==> run_1/m1.png <==
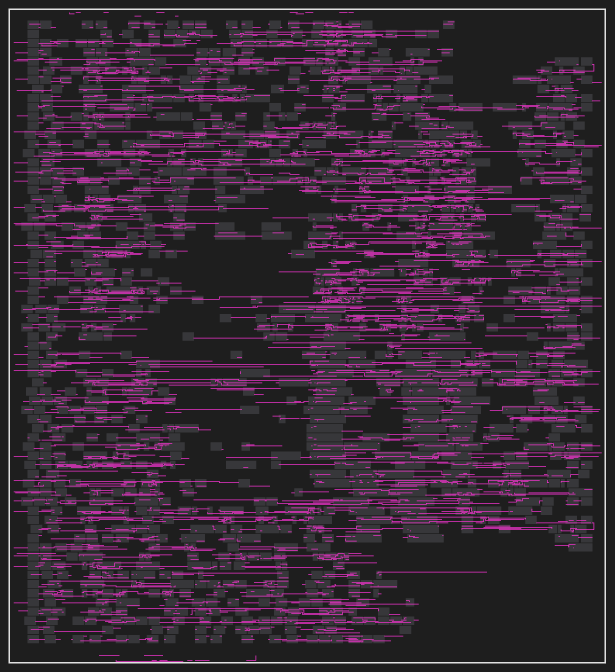
==> run_1/m2.png <==
The bar under the picture is 50 um long.
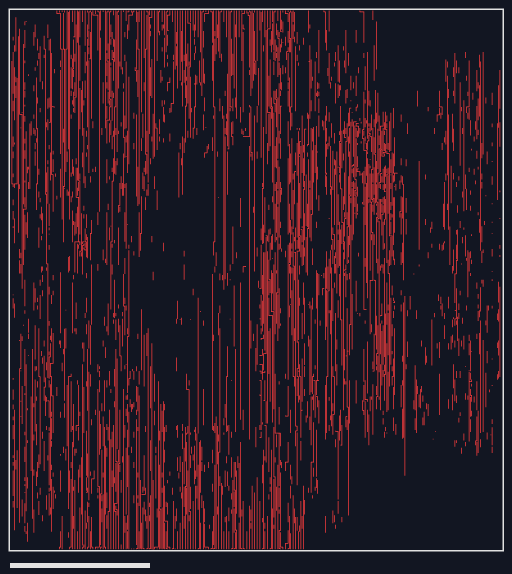
==> run_1/m3.png <==
The bar under the picture is 50 um long.
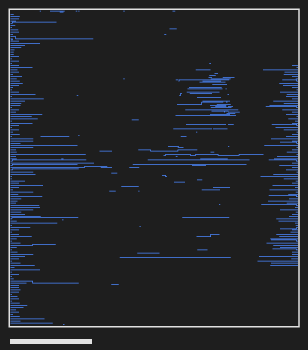
$ cat src/rtl/m2s_request_tracker.sv
// m2s_request_tracker: arbitrates NUM_CH request channels onto one m2s memory
// port, tags each request with a free transaction ID, and routes the tagged
// responses back to the originating channel. An INIT/RUN/DRAIN/DONE
// controller sequences start-up and an orderly drain before finalisation.
//
//   state   | meaning
//   --------+------------------------------------------------------------
//   S_INIT  | one idle cycle after reset release, no grants
//   S_RUN   | normal operation, grants allowed
//   S_DRAIN | no new grants, waiting for outstanding IDs and issue register
//   S_DONE  | drain complete, drain_done high until reset
module m2s_request_tracker #(
   parameter int NUM_CH = 4,
   parameter int ADDR_W = 31,
   parameter int DATA_W = 32,
   parameter int ID_W   = 4
) (
   input  logic                       clk,
   input  logic                       reset,
   input  logic [NUM_CH-1:0]          ch_req_valid,
   output logic [NUM_CH-1:0]          ch_req_ready,
   input  logic [NUM_CH-1:0]          ch_req_rw,
   input  logic [NUM_CH*ADDR_W-1:0]   ch_req_addr,
   input  logic [NUM_CH*DATA_W-1:0]   ch_req_data,
   output logic                       mem_req_valid,
   input  logic                       mem_req_ready,
   output logic [ADDR_W+DATA_W:0]     mem_req,
   output logic [ID_W-1:0]            mem_req_id,
   input  logic                       mem_rsp_valid,
   input  logic [ID_W-1:0]            mem_rsp_id,
   input  logic [DATA_W-1:0]          mem_rsp_data,
   output logic [NUM_CH-1:0]          ch_rsp_valid,
   output logic [DATA_W-1:0]          ch_rsp_data,
   output logic                       ch_rsp_rw,
   output logic [ID_W:0]              outstanding_count,
   output logic [ID_W-1:0]            next_id_available_out,
   output logic                       id_available,
   input  logic                       drain_req,
   output logic                       drain_done,
   output logic                       err_spurious_rsp
);

   localparam int DEPTH = 1 << ID_W;
   localparam int CH_W  = $clog2(NUM_CH);

   typedef enum logic [1:0] {S_INIT, S_RUN, S_DRAIN, S_DONE} state_t;

   state_t                  r_state;
   state_t                  w_state_nxt;
   logic                    w_grant_en;
   logic                    w_drain_done_nxt;

   logic [DEPTH-1:0]        r_busy;
   logic [DEPTH-1:0]        w_busy_nxt;
   logic [ID_W:0]           w_busy_cnt;
   logic [ID_W:0]           r_count;
   logic [CH_W-1:0]         r_tab_ch [DEPTH];
   logic                    r_tab_rw [DEPTH];
   logic [ID_W-1:0]         w_free_id;

   logic [CH_W-1:0]         r_rr_ptr;
   logic [CH_W-1:0]         w_gnt_idx;
   logic                    w_gnt_found;
   logic                    w_issue_ok;
   logic                    w_accept;
   logic                    w_rsp_hit;

   logic                    r_mem_req_valid;
   logic [ADDR_W+DATA_W:0]  r_mem_req;
   logic [ID_W-1:0]         r_mem_req_id;
   logic [NUM_CH-1:0]       r_ch_rsp_valid;
   logic [DATA_W-1:0]       r_ch_rsp_data;
   logic                    r_ch_rsp_rw;
   logic                    r_drain_done;
   logic                    r_err;

   // FSM state register
   always_ff @(posedge clk) begin
      if (!reset) r_state <= S_INIT;
      else        r_state <= w_state_nxt;
   end

   // FSM next-state logic; drain completes once the table and issue register are empty
   always_comb begin
      w_state_nxt = r_state;
      case (r_state)
         S_INIT:  w_state_nxt = S_RUN;
         S_RUN:   if (drain_req) w_state_nxt = S_DRAIN;
         S_DRAIN: if ((r_busy == '0) && !r_mem_req_valid) w_state_nxt = S_DONE;
         default: w_state_nxt = S_DONE;
      endcase
   end

   // FSM outputs; the cycle drain_req is seen high already blocks grants
   always_comb begin
      w_grant_en       = (r_state == S_RUN) && !drain_req;
      w_drain_done_nxt = (w_state_nxt == S_DONE);
   end

   // lowest free ID taken from the registered busy vector
   always_comb begin
      w_free_id = '0;
      for (int i = DEPTH - 1; i >= 0; i--) begin
         if (!r_busy[i]) w_free_id = ID_W'(i);
      end
   end

   assign id_available          = ~&r_busy;
   assign next_id_available_out = w_free_id;
   assign w_issue_ok            = w_grant_en && id_available && (!r_mem_req_valid || mem_req_ready);

   // round-robin search for the first valid channel at or after the pointer
   always_comb begin
      int w_idx;
      w_gnt_found = 1'b0;
      w_gnt_idx   = '0;
      w_idx       = 0;
      for (int i = 0; i < NUM_CH; i++) begin
         w_idx = int'(r_rr_ptr) + i;
         if (w_idx >= NUM_CH) w_idx = w_idx - NUM_CH;
         if (!w_gnt_found && ch_req_valid[w_idx]) begin
            w_gnt_found = 1'b1;
            w_gnt_idx   = CH_W'(w_idx);
         end
      end
   end

   assign w_accept     = w_issue_ok && w_gnt_found;
   assign ch_req_ready = w_accept ? (NUM_CH'(1) << w_gnt_idx) : '0;
   assign w_rsp_hit    = mem_rsp_valid && r_busy[mem_rsp_id];

   // busy vector update; the allocated and freed IDs can never coincide
   always_comb begin
      w_busy_nxt = r_busy;
      if (w_accept)  w_busy_nxt[w_free_id]  = 1'b1;
      if (w_rsp_hit) w_busy_nxt[mem_rsp_id] = 1'b0;
      w_busy_cnt = '0;
      for (int i = 0; i < DEPTH; i++) begin
         w_busy_cnt = w_busy_cnt + (ID_W+1)'(w_busy_nxt[i]);
      end
   end

   // busy vector, its popcount, and the round-robin pointer
   always_ff @(posedge clk) begin
      if (!reset) begin
         r_busy   <= '0;
         r_count  <= '0;
         r_rr_ptr <= '0;
      end else begin
         r_busy  <= w_busy_nxt;
         r_count <= w_busy_cnt;
         if (w_accept) r_rr_ptr <= (w_gnt_idx == CH_W'(NUM_CH - 1)) ? '0 : w_gnt_idx + CH_W'(1);
      end
   end

   // outstanding table payload; only meaningful while the matching busy bit is set
   always_ff @(posedge clk) begin
      if (w_accept) begin
         r_tab_ch[w_free_id] <= w_gnt_idx;
         r_tab_rw[w_free_id] <= ch_req_rw[w_gnt_idx];
      end
   end

   // issue register: loads on acceptance, empties on handshake, holds under backpressure
   always_ff @(posedge clk) begin
      if (!reset) begin
         r_mem_req_valid <= 1'b0;
         r_mem_req       <= '0;
         r_mem_req_id    <= '0;
      end else if (w_accept) begin
         r_mem_req_valid <= 1'b1;
         r_mem_req       <= {ch_req_rw[w_gnt_idx],
                             ch_req_addr[int'(w_gnt_idx)*ADDR_W +: ADDR_W],
                             ch_req_data[int'(w_gnt_idx)*DATA_W +: DATA_W]};
         r_mem_req_id    <= w_free_id;
      end else if (mem_req_ready) begin
         r_mem_req_valid <= 1'b0;
      end
   end

   // response routing, sticky spurious-response flag and drain_done
   always_ff @(posedge clk) begin
      if (!reset) begin
         r_ch_rsp_valid <= '0;
         r_ch_rsp_data  <= '0;
         r_ch_rsp_rw    <= 1'b0;
         r_err          <= 1'b0;
         r_drain_done   <= 1'b0;
      end else begin
         r_ch_rsp_valid <= w_rsp_hit ? (NUM_CH'(1) << r_tab_ch[mem_rsp_id]) : '0;
         if (w_rsp_hit) begin
            r_ch_rsp_data <= mem_rsp_data;
            r_ch_rsp_rw   <= r_tab_rw[mem_rsp_id];
         end
         if (mem_rsp_valid && !r_busy[mem_rsp_id]) r_err <= 1'b1;
         r_drain_done <= w_drain_done_nxt;
      end
   end

   assign mem_req_valid     = r_mem_req_valid;
   assign mem_req           = r_mem_req;
   assign mem_req_id        = r_mem_req_id;
   assign ch_rsp_valid      = r_ch_rsp_valid;
   assign ch_rsp_data       = r_ch_rsp_data;
   assign ch_rsp_rw         = r_ch_rsp_rw;
   assign outstanding_count = r_count;
   assign drain_done        = r_drain_done;
   assign err_spurious_rsp  = r_err;

endmodule

$ cat config.mk
export PLATFORM = sky130hd
export DESIGN_NAME = m2s_request_tracker
export DESIGN_NICKNAME = d
export VERILOG_FILES = /design/src/rtl/m2s_request_tracker.sv
export SDC_FILE = /design/constraint.sdc
export NUM_CORES = 1
export LEC_CHECK = 0
export CAP_MARGIN = 20
export CORE_ASPECT_RATIO = 1.1
export CORE_MARGIN = 3
export CORE_UTILIZATION = 30
export DETAILED_ROUTE_END_ITERATION = 16
export REMOVE_ABC_BUFFERS = 1
export SLEW_MARGIN = 20
export SYNTH_ARGS = -nofsm -noshare
export SYNTH_HDL_FRONTEND = slang
export SYNTH_SLANG_ARGS = --single-unit
$ cat constraint.sdc
create_clock -name clk -period 12.4 [get_ports clk]
set_clock_uncertainty 0.2 [all_clocks]
set_input_delay 1.24 -clock clk [delete_from_list [all_inputs] [get_ports clk]]
set_output_delay 1.24 -clock clk [all_outputs]
set_load 0.05 [all_outputs]
==> Changelog: implementation, run 1 <==
### Changed

* P_comb at around 0.42 mW
* DR DRC count at 0
* Post-DP HPWL at ~28000 um
* NonClk Buf Share at between 20 and 30%
* Combinational Power Share at between 20% and 30%
* First-pass GRT wire length at 52800 um
* Worst-path fanout max at 8
* Critical Path Stages at 18
* Seq. cell area at 4100 um^2
* Critical Path End: outstanding_count[3]$_SDFF_PN0_
* Post-synth regs at about 180
* Worst path bufs/invs at 4
* Peak supply drop at between 0.09 and 0.1 mV
* Init Core Util at between 30% and 40%
* Synth Flop Type: dfxtp_1
* P_int at around 1.1 mW
* Yosys top cell by area: dfxtp_1
* Unrepaired setup endpoints after global routing: false
* Number of nets with antenna violations after routing at 0
* Clk buf depth at 2
* CTS tree: done
* Pwr dens at ~110 nW/um^2
* Commonest Layout Cell: clkdlybuf4s50_1
* Crit path required time at 12.50 ns
* Dpl cells at 1688
* Status: completed
* Clock transition at the registers of the reported paths at ~0.080 ns
* Row cnt at approximately 70
* Synth async-reset ratio at 0%
* XOR Share, Synth at less than 1%
* Port Buffers at between 400 and 500
* ANT cells at 3
Back to the opening pictures, m1.png:
wire length on this layer: 13500 um
longest straight run: 102 um
share of all routed wire: 38%
main direction: horizontal

Back to the opening pictures, m2.png:
nets with wire on the layer: 1328
share of all routed wire: 51%
longest straight run: 105 um
main direction: vertical
wire length on this layer: 18200 um
DR vias: 8373
Total Routed Length: 35700 um
met2 usage: 36.1%

Back to the opening pictures, m3.png:
longest straight run: 69.5 um
wire length on this layer: 3160 um
nets with wire on the layer: 283
main direction: horizontal
share of all routed wire: 8.8%

==> inputs of run 2 (changes only) <==
==> constraint.sdc (replaced) <==
create_clock -name clk -period 5.2 [get_ports clk]
set_clock_uncertainty 0.2 [all_clocks]
set_input_delay 0.52 -clock clk [delete_from_list [all_inputs] [get_ports clk]]
set_output_delay 0.52 -clock clk [all_outputs]
set_load 0.05 [all_outputs]
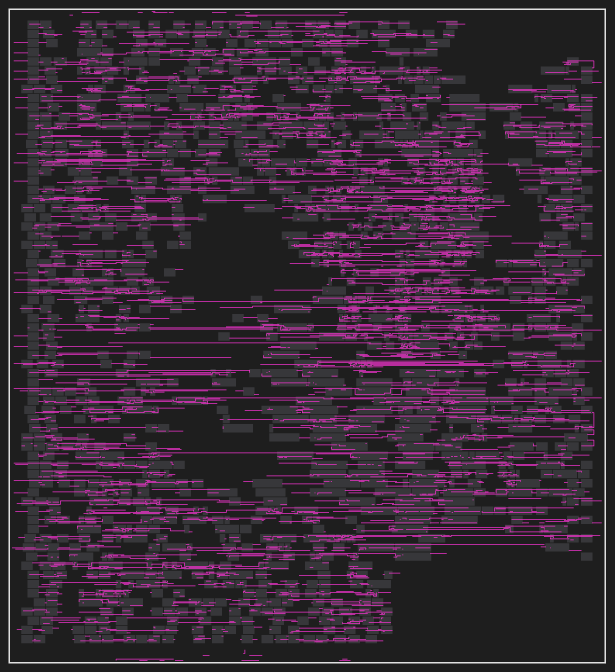
(run_2/m1.png)
longest straight run: 85.1 um
wire length on this layer: 14300 um
nets with wire on the layer: 1473

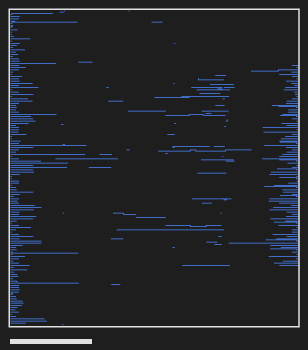
(run_2/m3.png)
The bar under the picture is 50 um long.
nets with wire on the layer: 263
longest straight run: 65.3 um
wire length on this layer: 2720 um
DR vias: 8665
Total Routed Length: 36200 um
met3 usage: 5.56%

==> run 2 against run 1 <==
  * Synthesized cell count unchanged
  * Flip-flop count unchanged
  * Non-clock buffer count increased by 68
  * Clock-buffer cell count increased by 4
  * Via count increased by 3.5%
  * Core utilization increased by 1.6 points
  * Sequential share of layout area decreased by 0.87 points
  * Die size unchanged
  * Worst setup slack got worse by 5.8 ns
  * Sequential power increased by 140%
  * Register-to-register slack got worse by 6.1 ns
  * Power increased by 140%
  * Critical endpoint is now outstanding_count[2]$_SDFF_PN0_
==> Changelog: implementation, run 2 <==
### Changed

* Status: completed
* Pwr dens at 251 nW/um^2
* Crit path required time at approximately 5.3 ns
* Yosys top cell by area: dfxtp_1
* Synth async-reset ratio at 0%
* DR DRC count at 0
* Worst-path fanout max at 3
* Seq. cell area at slightly above 4000 um^2
* Met2 usage at 37.1%
* Post-DP HPWL at 28400 um
* Clock transition at the registers of the reported paths at approximately 0.07 ns
* XOR Share, Synth at 0.183%
* Worst path bufs/invs at 4
* Post-synth regs at ~180
* Most common cell on crit path: fa_1
* Critical Path Stages at 17
* Part of the cycle the worst path needs at 96.8%
* Sequential group share of total power at between 40% and 50%
* Drt pass-1 iters at 4
* Post-synth EDFFs at between 40 and 50
* Row cnt at between 60 and 70
* P_comb at 1.03 mW
* Combinational Power Share at between 20 and 30%
* NonClk Buf Share at about a third
* Synth Flop Type: dfxtp_1
* ANT cells at 2
* Port Buffers at approximately 420
* First-pass GRT wire length at 54000 um
* Number of nets with antenna violations after routing at 0
* CTS tree: done
* Clk buf depth at 2
* Peak supply drop at approximately 0.22 mV
* P_int at approximately 2.7 mW
* Maxcap violations at 0
* Critical Path End: outstanding_count[2]$_SDFF_PN0_
* Sequential power at ~1.5 mW
* Post-layout util at 48.4%
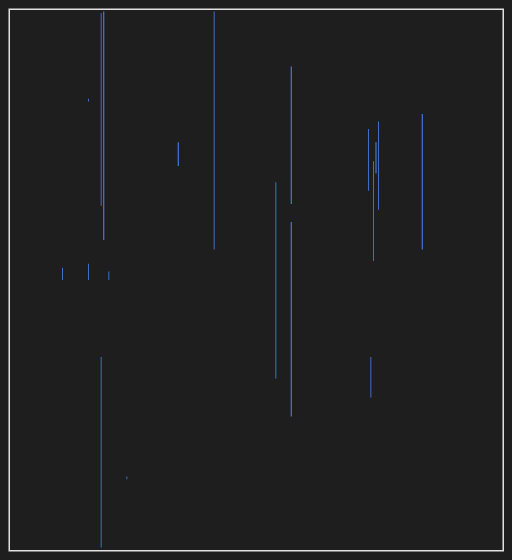
(run_2/m4.png)
share of all routed wire: 1.9%
longest straight run: 85.0 um
nets with wire on the layer: 15
wire length on this layer: 675 um
main direction: vertical

Power and IR drop assume default switching activity.
